### src/rtl/ag32gbd_pkg.sv
// Shared types and sizes for the bank0 SRAM reader.
package ag32gbd_pkg;

   localparam int MAX_BURST    = 1024;
   localparam int SRAM_ADDR_W  = 12;
   localparam int BUF_OFFSET_W = $clog2(MAX_BURST);
   localparam int LEN_W        = $clog2(MAX_BURST) + 1;
   localparam int CNT_W        = 8;

   typedef enum logic [2:0] {
      ST_IDLE   = 3'd0,
      ST_SETUP  = 3'd1,
      ST_ACCESS = 3'd2,
      ST_PUSH   = 3'd3,
      ST_NEXT   = 3'd4,
      ST_DONE   = 3'd5
   } rd_state_t;

endpackage

### src/rtl/ag32gbd_sync2.sv
// Two-flop synchronizer for a slow asynchronous level (cart bus clock); resets to 0.
module ag32gbd_sync2 (
   input  logic sys_clock,
   input  logic sys_resetn,
   input  logic async_in,
   output logic sync_out
);

   logic meta;

   always_ff @(posedge sys_clock or negedge sys_resetn) begin
      if (!sys_resetn) begin
         meta     <= 1'b0;
         sync_out <= 1'b0;
      end else begin
         meta     <= async_in;
         sync_out <= meta;
      end
   end

endmodule

### src/rtl/ag32gbd_ram_read.sv
// Burst copy of bank0 SRAM bytes into the 10-bit transfer buffer.
// Optional AG32GBD_RAM_READ_CHECKSUM_EN adds an 8-bit running sum output (Checksum).
//
// state  | meaning
// IDLE   | waiting for Start, SRAM bus released
// SETUP  | bus owned, address and nCS valid, nOE high; waits setup time and cart_CLK high
// ACCESS | nOE low for ACCESS_CYCLES, data sampled on the last cycle
// PUSH   | nCS/nOE high, byte offered to buffer until acknowledged
// NEXT   | advance address/offset, decide next byte or finish
// DONE   | bus released, one-cycle Done pulse
module ag32gbd_ram_read
   import ag32gbd_pkg::*;
#(
   parameter int ACCESS_CYCLES = 3,
   parameter int SETUP_CYCLES  = 1
) (
   input  logic                    sys_clock,
   input  logic                    sys_resetn,
   input  logic                    cart_CLK,
   input  logic                    Start,
   input  logic [SRAM_ADDR_W-1:0]  StartAddr,
   input  logic [LEN_W-1:0]        Length,
   output logic                    Busy,
   output logic                    Done,
   output logic                    Gbd_Reading_Ram,
   output logic [SRAM_ADDR_W-1:0]  Ram_Reading_Addr_Low,
   input  logic [7:0]              Ram_Reading_Data,
   output logic                    Ram_Reading_nCS,
   output logic                    Ram_Reading_nOE,
   output logic                    RequestWriteBuffer,
   output logic [BUF_OFFSET_W-1:0] WriteBufferOffset,
   output logic [7:0]              WriteBufferData,
   input  logic                    BufferWriteAck
`ifdef AG32GBD_RAM_READ_CHECKSUM_EN
   ,
   output logic [7:0]              Checksum
`endif
);

   localparam logic [CNT_W-1:0] SETUP_LOAD  = CNT_W'(SETUP_CYCLES);
   localparam logic [CNT_W-1:0] ACCESS_LOAD = CNT_W'(ACCESS_CYCLES);

   rd_state_t         state;
   logic [LEN_W-1:0]  remaining;
   logic [CNT_W-1:0]  setup_cnt;
   logic [CNT_W-1:0]  access_cnt;
   logic              cart_clk_sync;

   ag32gbd_sync2 u_cart_clk_sync (
      .sys_clock  (sys_clock),
      .sys_resetn (sys_resetn),
      .async_in   (cart_CLK),
      .sync_out   (cart_clk_sync)
   );

   always_ff @(posedge sys_clock or negedge sys_resetn) begin
      if (!sys_resetn) begin
         state                <= ST_IDLE;
         Busy                 <= 1'b0;
         Done                 <= 1'b0;
         Gbd_Reading_Ram      <= 1'b0;
         Ram_Reading_Addr_Low <= '0;
         Ram_Reading_nCS      <= 1'b1;
         Ram_Reading_nOE      <= 1'b1;
         RequestWriteBuffer   <= 1'b0;
         WriteBufferOffset    <= '0;
         WriteBufferData      <= '0;
         remaining            <= '0;
         setup_cnt            <= '0;
         access_cnt           <= '0;
`ifdef AG32GBD_RAM_READ_CHECKSUM_EN
         Checksum             <= '0;
`endif
      end else begin
         Done <= 1'b0;
         case (state)
            ST_IDLE: begin
               if (Start) begin
`ifdef AG32GBD_RAM_READ_CHECKSUM_EN
                  Checksum <= '0;
`endif
                  if (Length != '0) begin
                     state                <= ST_SETUP;
                     Busy                 <= 1'b1;
                     Gbd_Reading_Ram      <= 1'b1;
                     Ram_Reading_Addr_Low <= StartAddr;
                     Ram_Reading_nCS      <= 1'b0;
                     remaining            <= Length;
                     WriteBufferOffset    <= '0;
                     setup_cnt            <= SETUP_LOAD;
                  end else begin
                     state <= ST_DONE;
                     Done  <= 1'b1;
                  end
               end
            end
            // SETUP always lasts at least one cycle so nOE never falls with the address.
            ST_SETUP: begin
               if (setup_cnt > CNT_W'(1)) begin
                  setup_cnt <= setup_cnt - CNT_W'(1);
               end else if (cart_clk_sync) begin
                  state           <= ST_ACCESS;
                  Ram_Reading_nOE <= 1'b0;
                  access_cnt      <= ACCESS_LOAD;
               end
            end
            ST_ACCESS: begin
               if (access_cnt > CNT_W'(1)) begin
                  access_cnt <= access_cnt - CNT_W'(1);
               end else begin
                  state              <= ST_PUSH;
                  WriteBufferData    <= Ram_Reading_Data;
                  Ram_Reading_nOE    <= 1'b1;
                  Ram_Reading_nCS    <= 1'b1;
                  RequestWriteBuffer <= 1'b1;
               end
            end
            ST_PUSH: begin
               if (BufferWriteAck) begin
                  state              <= ST_NEXT;
                  RequestWriteBuffer <= 1'b0;
`ifdef AG32GBD_RAM_READ_CHECKSUM_EN
                  Checksum <= Checksum + WriteBufferData;
`endif
               end
            end
            // Offset only advances when another byte follows, so it never wraps in a burst.
            ST_NEXT: begin
               remaining <= remaining - LEN_W'(1);
               if (remaining == LEN_W'(1)) begin
                  state           <= ST_DONE;
                  Busy            <= 1'b0;
                  Gbd_Reading_Ram <= 1'b0;
                  Done            <= 1'b1;
               end else begin
                  state                <= ST_SETUP;
                  Ram_Reading_Addr_Low <= Ram_Reading_Addr_Low + SRAM_ADDR_W'(1);
                  WriteBufferOffset    <= WriteBufferOffset + BUF_OFFSET_W'(1);
                  Ram_Reading_nCS      <= 1'b0;
                  setup_cnt            <= SETUP_LOAD;
               end
            end
            ST_DONE: begin
               state <= ST_IDLE;
            end
            default: begin
               state <= ST_IDLE;
            end
         endcase
      end
   end

endmodule
### config.mk
export PLATFORM = sky130hd
export DESIGN_NAME = ag32gbd_ram_read
export DESIGN_NICKNAME = d
export VERILOG_FILES = /design/src/rtl/ag32gbd_pkg.sv /design/src/rtl/ag32gbd_sync2.sv /design/src/rtl/ag32gbd_ram_read.sv
export SDC_FILE = /design/constraint.sdc
export NUM_CORES = 1
export LEC_CHECK = 0
export CAP_MARGIN = 20
export CORE_UTILIZATION = 60
export DETAILED_ROUTE_END_ITERATION = 16
export DONT_BUFFER_PORTS = 1
export GPL_TIMING_DRIVEN = 0
export PLACE_DENSITY_LB_ADDON = 0.12
export SLEW_MARGIN = 10
export SYNTH_ARGS = -nofsm -noshare
export SYNTH_HDL_FRONTEND = slang
export SYNTH_SLANG_ARGS = --single-unit
### constraint.sdc
create_clock -name sys_clock -period 2.81 [get_ports sys_clock]
set_clock_uncertainty 0.2 [all_clocks]
set_input_delay 0.281 -clock sys_clock [delete_from_list [all_inputs] [get_ports sys_clock]]
set_output_delay 0.281 -clock sys_clock [all_outputs]
set_load 0.01 [all_outputs]
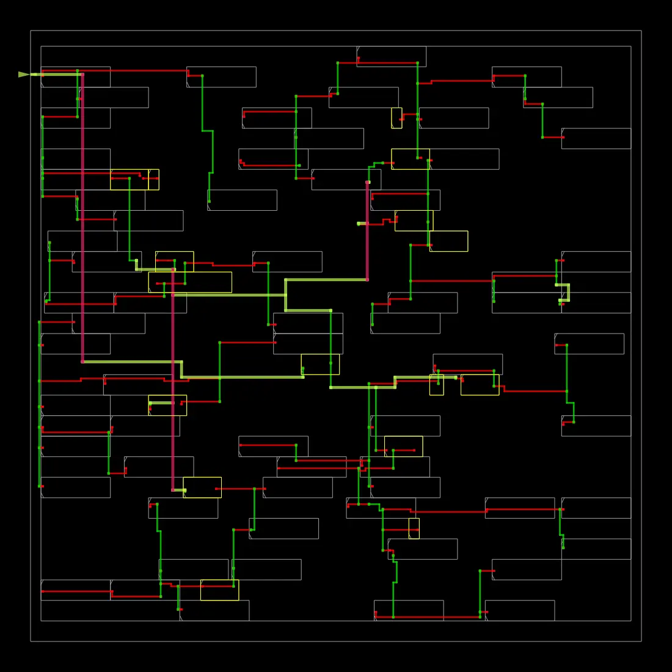
**Above:** run 1 (the clock network).
insertion delay at the late pin of the worst-skew pair: 0.34 ns
flip-flop and latch count: 67
count of clock-net buffers in the final layout: 14
number of buffers added by the clock tree synthesis step: 9
TritonCTS Sinks: 67

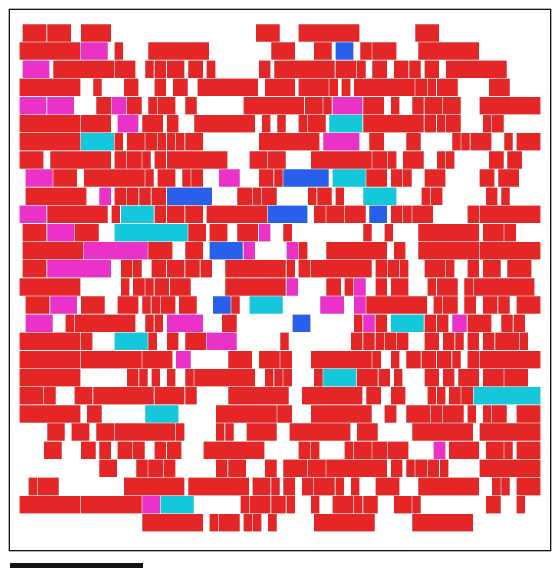
**Above:** run 1 (cells by drive strength).
The bar under the picture is 20 microns long.
magenta -> drive 2  # cells 31, share 7.0%
blue -> drive 3 to 4  # cells 8, share 1.8%
cyan -> drive 6 and up  # cells 13, share 2.9%
red -> drive 1 or less  # cells 393, share 88%

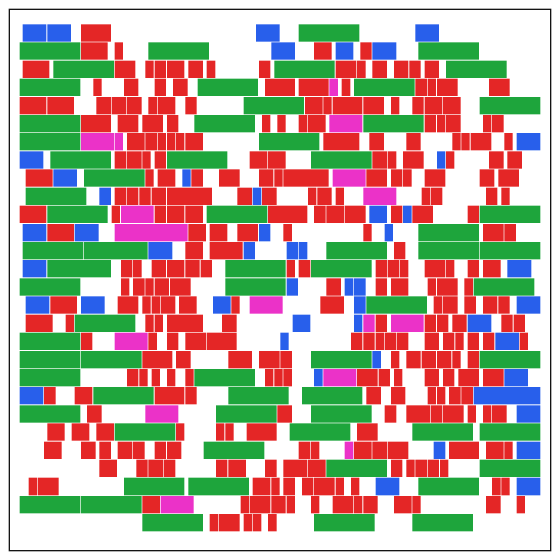
**Above:** run 1 (cell classes on the final placement).
magenta -> clock drivers and dummy loads  # cells 16, share of their area 4.7%
green -> flip-flops  # cells 67, share of their area 40%
red -> all other logic  # cells 313, share of their area 46%
blue -> other buffers and delay cells  # cells 49, share of their area 9.2%

==> notes.md, run 1 <==
The proportion of cell area spent on the clock network came out at 4.59%. The clock H-tree reported by CTS has 3 levels. The registers reported with the highest flop counts are Ram_Reading_Addr_Low: 12 flops, remaining: 11 flops, WriteBufferOffset: 10 flops. The logs give 3425 for the total number of vias and 403 for the post-synthesis cell count. In the synthesized netlist the dominant register cell turns out to be sky130_fd_sc_hd__dfrtp_1.

The number of cells on the worst hold path is 2. Setup violations remaining at the end of the flow were counted as 0. The detailed route wirelength on metal2 is 4.63 mm, and the final critical-path required period is 2.54 ns. The design received a total of 75 well taps at floorplan. Once routing completed, OpenROAD measured the worst setup slack at 0.272 ns. The script extracted a total leakage power of 1.76 nW. The number of antenna violations at the first check in global routing is 0. The switching power summed over all nets was 1.91 mW. For reference, the placement row count at floorplan is 28. The multi-input gate share of the layout cell area is 44.3%, and the count of multi-input gates is 302. Critical path class: flip-flop to flip-flop. Summed over all instances, the cell type with the most area after synthesis is sky130_fd_sc_hd__dfrtp_1. According to the floorplan report, the die height is 81.0 microns. The max-capacitance violation count is 0. The flow ran to the end, and the final reports show no timing, DRC or antenna violations. The gate-level netlist out of Yosys references 67 unique cell types. Maximum clock insertion buffer count: 2. The average instance in the mapped netlist occupies 9.28 sq um. The flow reports power dissipated in combinational cells as 1.81 mW. The run gives 0 for the remaining global-route overflow. For reference, full adder, half adder and majority cells occupy 2.68% of the area reported after synthesis. The data required time at the worst endpoint came out at 2.82 ns.

Fill cells in the final layout number 444. Once iteration 0 of detailed routing completed, the report listed 202 DRC markers. Once layout is complete, the cells apart from fillers number 520.

Pins over their slew limit in the final report were tallied at 0. With the combinational share of power at 40.5%, the routed via count divided by cell count is 6.59. The worst setup path startpoint was state[1]. Yosys attributes the largest share of cell area to sky130_fd_sc_hd__dfrtp_1 43%, sky130_fd_sc_hd__nand2_1 4.9%, sky130_fd_sc_hd__o21ai_0 3.5%. Hold is met by 0.00835 ns. After detailed routing, the total wire length is 9.49 mm. The cell area that synthesis handed to floorplanning was 3740 sq um.

The tools report the worst IR drop on VDD as 0.690 mV. The run gives 81.0 microns for the chip width. The and-or/or-and share of the synthesized area works out to 19.9%. Final antenna diode count: 0. The worst register-to-register path depth is 8. In this run the top signal layer used is met4. The run gives 26 for the quantity of hold-fixing buffers added after cts. The signal on the critical path passes through clkbuf_2 > nor4_1 > nand4_1 > and3_1 > clkbuf_1 > buf_2 > nand4b_1 > o211ai_1. Global routing used 52.8% of the available met2 tracks. The clock transition at the registers of the reported paths is 0.07 ns.

The tools report the launching element type of the critical path as a flip-flop. After clock tree synthesis, the setup repair step added 0 buffers. For the count of instantiated cells in the yosys netlist, the log shows 403. The run gives 57.8% for the worst max-slew margin expressed relative to the limit. Post-synthesis mux area share: 2.71%.

Among all stages on the critical path, the maximum delay recorded is 0.43 ns. The routed wirelength on the met1 layer is recorded as 3.83 mm. After routing, the total negative slack on setup checks comes to 0 ns.

Setup repair after global routing left no endpoint under its margin. Counting every net in the synthesized netlist gives 447. The cell-internal power came out at 2.56 mW.

The run gives 0 for the count of final hold-check violations. Yosys printed 0 warnings. Startpoint of the most critical hold path: StartAddr[8]. The detailed-routing iteration count for the pre-antenna-repair pass was 7; the register area was 1680 sq um. For met1 alone, demand over resource in global routing was 39.1%.

The net switching fraction of the power came out at 42.7%. Total power for the finished layout comes to 4.47 mW. The run gives 3830 sq um as the post-place instance area. The run gives 3450 for the via count of the first global-routing pass. Leading cell category by total area: logic gates. The dominant power group was registers. The chip occupies 6550 sq um. Post-route period utilization is reported as 90.3%. By area, the combinational part of the netlist is dominated by simple AND/OR/NAND/NOR gates. The amount of wire on met3 after detailed routing came out at 848 microns. With the final weighted congestion in routability-driven placement at 0.886, the power per cell area is 1040 nW/um^2. TritonCTS built the clock tree. For the pin with the worst max-slew slack, the measured transition is 0.633 ns. The register-to-register setup slack was 0.27 ns. Entering global routing, the biggest net connects 68 pins. The synthesis stat section lists a flop and latch total of 67.

Most heavily used metal layer in global routing: met2. Per STA, the worst path accumulates the most delay in the family simple AND/OR/NAND/NOR gates. Summing the sequential cell areas from Yosys gives 44.9% of the chip area. The buffer_ports step reported a buffer count of 0. The routed design shows a wire length per standard cell of 18.2 microns.

Across the whole layout, storage elements make up 39.0% of the cell area. The slowest stage cell on the critical path was sky130_fd_sc_hd__nand4_1. For this configuration, the core starts out at a cell density of 62.8%.

Ram_Reading_Addr_Low holds more flip-flops than any other register.
**Run 1: routed clock nets over the placement**

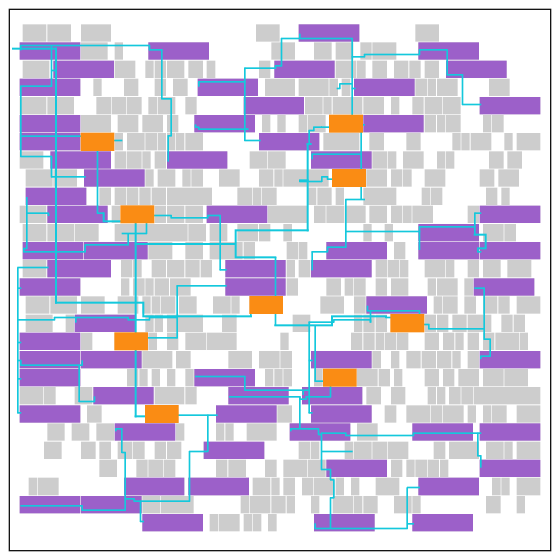

==> run 2, diff against run 1 <==
Settings changed: PLACE_DENSITY_LB_ADDON 0.12 to 0.2.
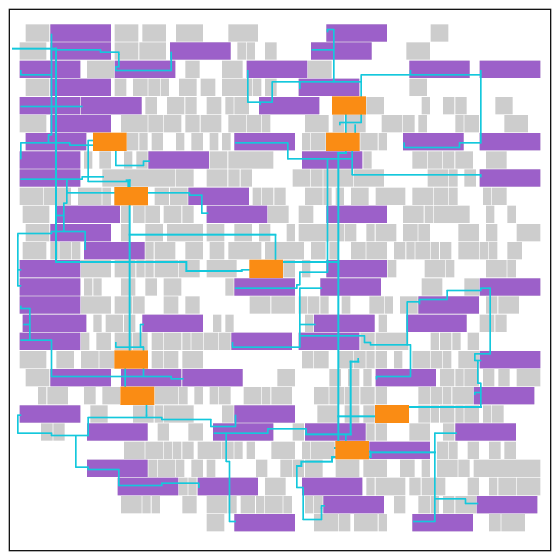
**Above:** run 2 (routed clock nets over the placement).
purple -> flip-flops  # count 67
orange -> cells driving clock nets  # count 9
cyan -> clock wires  # length 899 microns
routed clock nets = 10

==> run 2 against run 1 <==
Compared with the run above: fmax is 0.39% lower; global-route usage is 0.29 points higher; register-to-register slack hardly changed; worst setup slack worse by 0.0098 ns; area after synthesis stayed put; sequential share of layout area hardly changed; non-clock buffer count stayed put; critical path depth is 1 higher; first-iteration DRC count is 41% higher; clock power is 0.7% higher; critical path type unchanged; largest cell class unchanged.
==> notes.md, run 2 <==
The run finished with clean final reports. The detailed router used layers up to and including met4. The worst hold margin came out at 0.00386 ns. The via count of the first global-routing pass came out at 3292. The logs give 5 for the detailed-routing iteration count for the pre-antenna-repair pass and 9 for the total CTS buffers. The run gives 0.863 for the final weighted congestion in routability-driven placement. In the Yosys report, the sequential cells make up 44.9% of the chip area. The global routing stage identified its most utilized layer as met2. Slowest stage cell on the critical path: sky130_fd_sc_hd__dfrtp_1. The adder-cell share of the synthesized area works out to 2.68%. The area of the die was 6550 sq um. The detailed router placed 3399 vias in this run. Per the detail_route log, met2 wirelength is 4.78 mm. The flow inserted 75 tap cells. The run gives 285 for the initial DRC count. The count of final hold-check violations is 0, and the ratio of final minimum period to clock period is 90.7%. In the finished design the tool counted flip-flops and latches totalling 67. For this run, the script counts the antenna cells in the layout as 0. In this run the power spent charging and discharging nets is 1.98 mW. The run gives 4.52 mW as the overall power of the completed layout. The count of buffers inserted at the top-level ports was 0; the filler-free cell count of the finished design was 520. With the worst max-slew margin expressed relative to the limit at 55.0%, the clock net sink count is 67. The number of clock buffers in the layout is 10. The script computed a power per unit cell area of 1050 nW/um^2. The final routed wire length divided by cell count came out at 19.2 microns. Per the finish-stage timing summary, setup violations number 0. The largest registers in the layout are Ram_Reading_Addr_Low: 12 flops, remaining: 11 flops, WriteBufferOffset: 10 flops. After synthesis, the share of cell area in mux cells is 2.71%. Adding up every negative setup slack in the final design gives 0 ns. The main area contributors are sky130_fd_sc_hd__dfrtp_1 43%, sky130_fd_sc_hd__nand2_1 4.9%, sky130_fd_sc_hd__o21ai_0 3.5%. The area taken by sequential standard cells is reported as 1680 sq um. Entering global routing, the biggest net connects 68 pins. Registers represent a cell area share of 38.9%. At the floorplan stage, the core utilization is reported as 62.8%. The run gives 3 for the number of H-tree levels.

Per the CTS log, the buffer count on the longest clock path is 2. The main logic family after synthesis is simple AND/OR/NAND/NOR gates. The run gives 52.4% as the met2 routing resource usage after global routing. The tools report the number of filler instances in the final layout as 443. Looking at the cell usage after synthesis, the top flip-flop cell is sky130_fd_sc_hd__dfrtp_1.

The and-or/or-and share of the synthesized area came out at 19.9%. The cell-internal power is 2.53 mW, and the amount of wire on met3 after detailed routing is 733 microns. Number of cells on the worst hold path: 2.

The horizontal die dimension reported for this design is 81.0 microns. The post-CTS setup buffer count was 0. In the routed layout, each cell is associated on average with a via count of 6.54. The number of standard-cell rows in the floorplan is 28. The run gives 9 for the cell depth of the worst flop-to-flop path. The launching element type of the critical path is a flip-flop. The fraction of cell area in multi-input combinational cells is reported as 44.2%.

With the slew of the pin with the lowest slew margin at 0.670 ns, the number of register bits inferred by synthesis is 67. At floorplan, the net count of the design was reported as 447. The run gives 302 as the count of multi-input gates.

The launch point of the worst min-delay path is recorded as StartAddr[3]. In the final routing, the length of wire on met1 measures 4.24 mm. The clock reaches the later pin of the worst-skew pair after 0.35 ns. The worst VDD IR drop from the latest analysis is 0.737 mV. Clock-pin slew was measured on the worst setup and hold paths at 0.09 ns. Synthesis instantiated 67 different standard cells from the library. The setup path with the least slack is of type flip-flop to flip-flop. In this run the static leakage power is 1.77 nW. For this run, the number of Yosys warnings is 0.

The per-instance average area after synthesis is 9.28 sq um. The max-capacitance violation count was 0. The timing report gives the biggest stage delay along the critical path as 0.39 ns. For the netlist area before placement, the log shows 3740 sq um. Global routing used 41.7% of the available met1 tracks. With the data required time at the worst endpoint at 2.83 ns, the power of the combinational group is 1.86 mW. Sorting the Yosys area breakdown by cell type puts at the top sky130_fd_sc_hd__dfrtp_1.

In this run switching power makes up 43.9% of total power. The run gives 3830 sq um as the post-place instance area. The power report attributes to the combinational group a share of 41.1%. The critical path starts at remaining[1]. Counting flops per register, the top entry is Ram_Reading_Addr_Low. For reference, the critical path cell chain is inv_1 > ha_1 > nor4b_1 > nand4b_2 > and3_1 > clkbuf_1 > buf_2 > nor2_1 > a31oi_1.

Final critical-path required period: 2.55 ns.
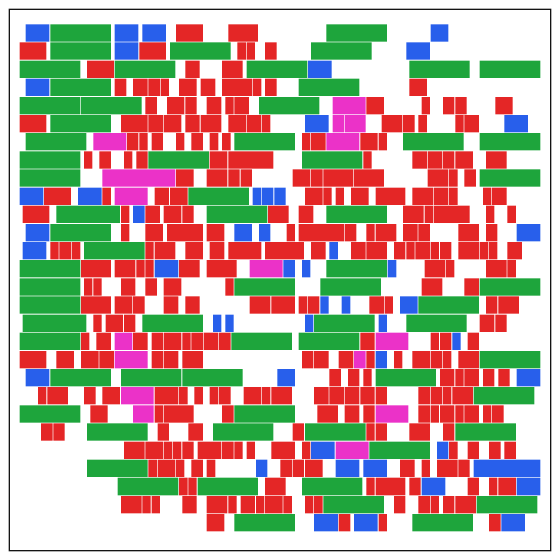
**Above:** run 2 (cell classes on the final placement).
blue -> other buffers and delay cells  # cells 49, share of their area 9.2%
magenta -> clock drivers and dummy loads  # cells 16, share of their area 4.8%
red -> all other logic  # cells 313, share of their area 46%
green -> flip-flops  # cells 67, share of their area 40%

Power is estimated from default activity; no workload was simulated.
